Design sdram_arbiter_flat, sky130hd; sources not shown.
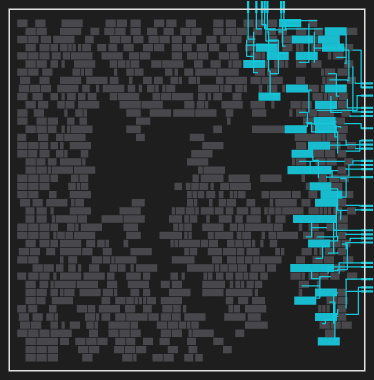
Run 1: I/O nets highlighted
Drawn at 3 px/um.
Key: cyan = bus_rdata [bits 32, direction output, edge 25 right, 7 top, end cells 32, wire 758 um]
Port Buf Inserts: 246
I/O pin cnt: 247

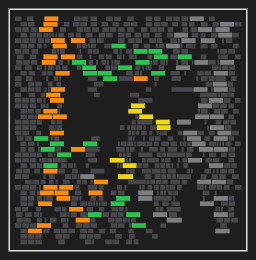
Run 1: sequential cells coloured by netlist name
Drawn at 2 px/um. Other sequential cells in the stronger grey, the rest of the logic in the fainter grey.
Key: green = u_core.bus.mem_addr [flops 24]; yellow = u_core.tcount_q [flops 8, where centre]; orange = u_core.bus.mem_wdata [flops 32, where a vertical strip on the left]
Power Sequential: 2.73 mW
FF+latch area: 2130 um^2
post-layout util: 58.7%

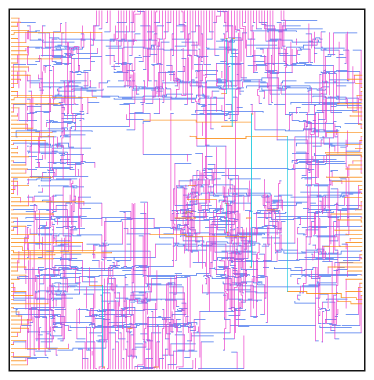
Run 1: routed metal, one colour a layer
Drawn at 3 px/um.
Key: orange = met3 [wire length 977 um]; blue = met1 [wire length 5220 um]; cyan = met4 [wire length 187 um]; magenta = met2 [wire length 7190 um]
Via Count: 4335
gr usage total: 18.3%
routed length per instance: 15.0 um
final wirelength: 13600 um

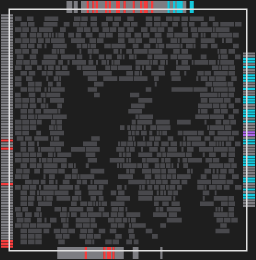
Run 1: ports around the boundary
Drawn at 2 px/um. Pins as bars across the die edge, other pins in grey.
Key: purple = bus_grant [pins 2, direction output, edge right]; cyan = bus_rdata [pins 32, direction output, edge 25 right, 7 top]; red = bus_req0_addr [pins 24, direction input, edge 13 top, 6 left, 5 bottom]
All pins by edge: 86 left, 64 top, 57 right, 40 bottom.
chip height: 120 um
Die W: 118 um

==> changes_impl.md, run 1 <==
### Implementation results

- Synth top cell by count: dfxtp_1
- HPWL after DPL: roughly 10000 um
- Sw Ratio: 32.2%
- Multiplexer share of the synthesized area: 19.8%
- HP Class: primary input to flop
- Largest net degree at the start of global routing: 60
- Cell resize tally after clock tree synthesis: 100
- Floorplan Nets: about 620
- FFs w/ async S/R, synth: 0%
- Min cycle time layout: 2.07 ns
- Root buf cell: clkbuf_8
- Core ar.: 13000 um^2
- Seq area share: 27.9%
- Late-Pin Clk Latency: about 0.35 ns
- Cells on Worst Hold Path: 2
- GRT met1 Usage: around 20%
- Peak VDD IR: 0.381 mV
- Clk tree area frac: 2.79%
- Final setup viols: 34
- Pwr Total: 6.63 mW
- Top cell excl fill/tap: clkdlybuf4s50_1
- Violated checks: negative setup slack
- Vias per cell: 4.80
- Post-route setup slack: -0.240 ns
- PD cells: 869 nW/um^2
- EDFF count, synth: 0
- CP Launch Type: flop
- Nets: 880
- Rows: 42
- Avg Inst Size Synth: 9.82 um^2
- Post-synth top cells: dfxtp_1, nor2_1, mux2i_1
- Yosys stat area: 4560 um^2
- Crit path DRT: 1.88 ns
- Comb. pwr: 2.39 mW
- Die ar.: 14200 um^2
- Final instance area: 7620 um^2
- Placer congestion estimate: 0.790
- NonClk Buf Share: a little over a third
- CP arrival: 2.12 ns
- Crit path buf inv count: 3
- Critical Path End Type: flop
- Clock share of power: around 23%
- Status: complete, but fails checks
- Kind of cell adding the most delay to the critical path: simple AND/OR/NAND/NOR gates
- Leading area contributor after synthesis: dfxtp_1
- Dominant logic cell types in the final layout: clkdlybuf4s50_1, dfxtp_1, nor2_1
- Int Power: approximately 4.5 mW
- Max-capacitance violation count: 0
- DRC errors left: 0
Run 1, routing congestion:
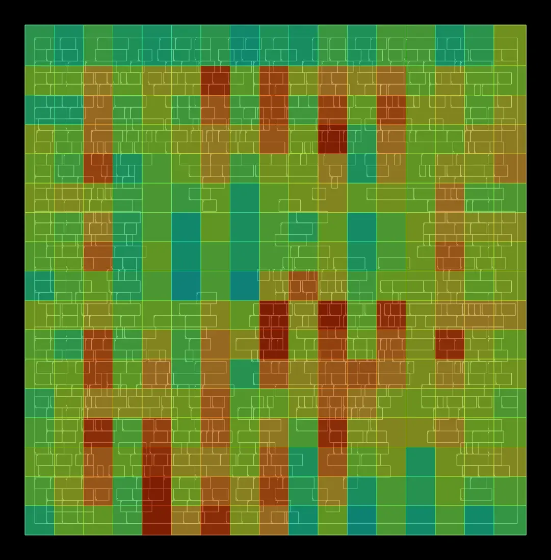

==> run 2: changes to the inputs <==
==> constraint.sdc (replaced) <==
create_clock -name clk -period 1.9 [get_ports clk]
set_clock_uncertainty 0.2 [all_clocks]
set_input_delay 0.38 -clock clk [delete_from_list [all_inputs] [get_ports clk]]
set_output_delay 0.38 -clock clk [all_outputs]
set_load 0.02 [all_outputs]
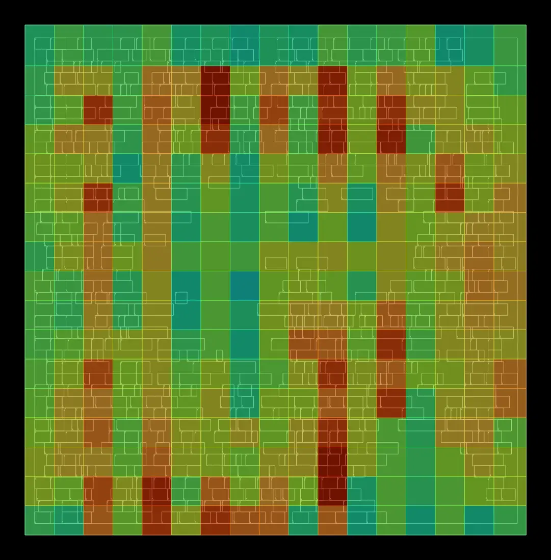
Run 2: routing congestion
post-layout util: 59.0%
GRT met1 Usage: 20.4%
met2 Use GR: 32.7%
M3 GR Usage: 6.37%
gr usage total: 18.6%

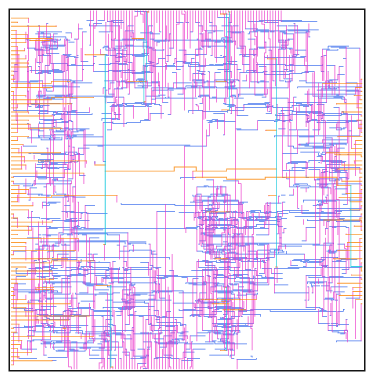
Run 2: routed metal, one colour a layer
Drawn at 3 px/um.
Key: orange = met3 [wire length 1120 um]; cyan = met4 [wire length 311 um]; blue = met1 [wire length 5620 um]; magenta = met2 [wire length 7060 um]
final wirelength: 14100 um
routed length per instance: 15.7 um
Via Count: 4346

==> run 2 against run 1 <==
  * The flow still finishes with violations (negative setup slack)
  * Cell count is 0.78% lower
  * Global-route usage is 0.30 points higher
  * Die size did not move
  * Largest cell class unchanged
  * Highest routed layer unchanged
==> changes_impl.md, run 2 <==
### Implementation results

- Cells on Worst Hold Path: 3 (+1)
- Placer congestion estimate: 0.792 (+0.30%)
- Core ar.: 13000 um^2 (unchanged)
- Violated checks: negative setup slack
- PD cells: 855 nW/um^2 (-1.6%)
- Floorplan Nets: 622 (unchanged)
- Critical Path End Type: flop
- Int Power: 4.48 mW (-0.32%)
- Synth top cell by count: dfxtp_1
- Final instance area: 7650 um^2 (+0.44%)
- Min cycle time layout: 2.06 ns (-0.00525 ns)
- Dominant logic cell types in the final layout: clkdlybuf4s50_1, dfxtp_1, nor2_1
- Multiplexer share of the synthesized area: 19.8% (unchanged)
- Post-synth top cells: dfxtp_1, nor2_1, mux2i_1
- Seq area share: 27.8% (-0.14 points)
- Late-Pin Clk Latency: 0.37 ns (+0.02 ns)
- Chip height: 120 um (unchanged)
- NonClk Buf Share: 35.9% (-0.14 points)
- Power Sequential: 2.62 mW (-4%)
- Kind of cell adding the most delay to the critical path: simple AND/OR/NAND/NOR gates
- Root buf cell: clkbuf_8
- FFs w/ async S/R, synth: 0% (unchanged)
- Nets: 873 (-0.80%)
- Peak VDD IR: 0.413 mV (+8.2%)
- Die W: 118 um (unchanged)
- Status: complete, but fails checks
- Crit path DRT: 1.95 ns (+0.07 ns)
- I/O pin cnt: 247 (unchanged)
- Sw Ratio: 31.6% (-0.59 points)
- Clk tree area frac: 3.04% (+0.25 points)
- Final setup viols: 36 (+5.9%)
- HP Class: primary input to flop
- Port Buf Inserts: 246 (unchanged)
- EDFF count, synth: 0 (unchanged)
- Post-route setup slack: -0.165 ns (+0.0752 ns)
- Max-capacitance violation count: 0 (unchanged)
- FF+latch area: 2130 um^2 (about the same)
- Rows: 42 (unchanged)
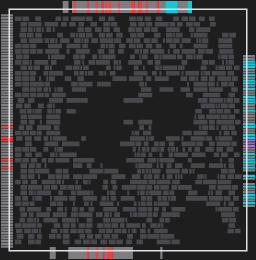
Run 2: ports around the boundary
Drawn at 2 px/um. Pins as bars across the die edge, other pins in grey.
Key: purple = bus_grant [pins 2, direction output, edge right]; red = bus_req0_addr [pins 24, direction input, edge 13 top, 6 bottom, 5 left]; cyan = bus_rdata [pins 32, direction output, edge 24 right, 8 top]
All pins by edge: 86 left, 68 top, 54 right, 39 bottom.

Power and IR drop assume default switching activity.
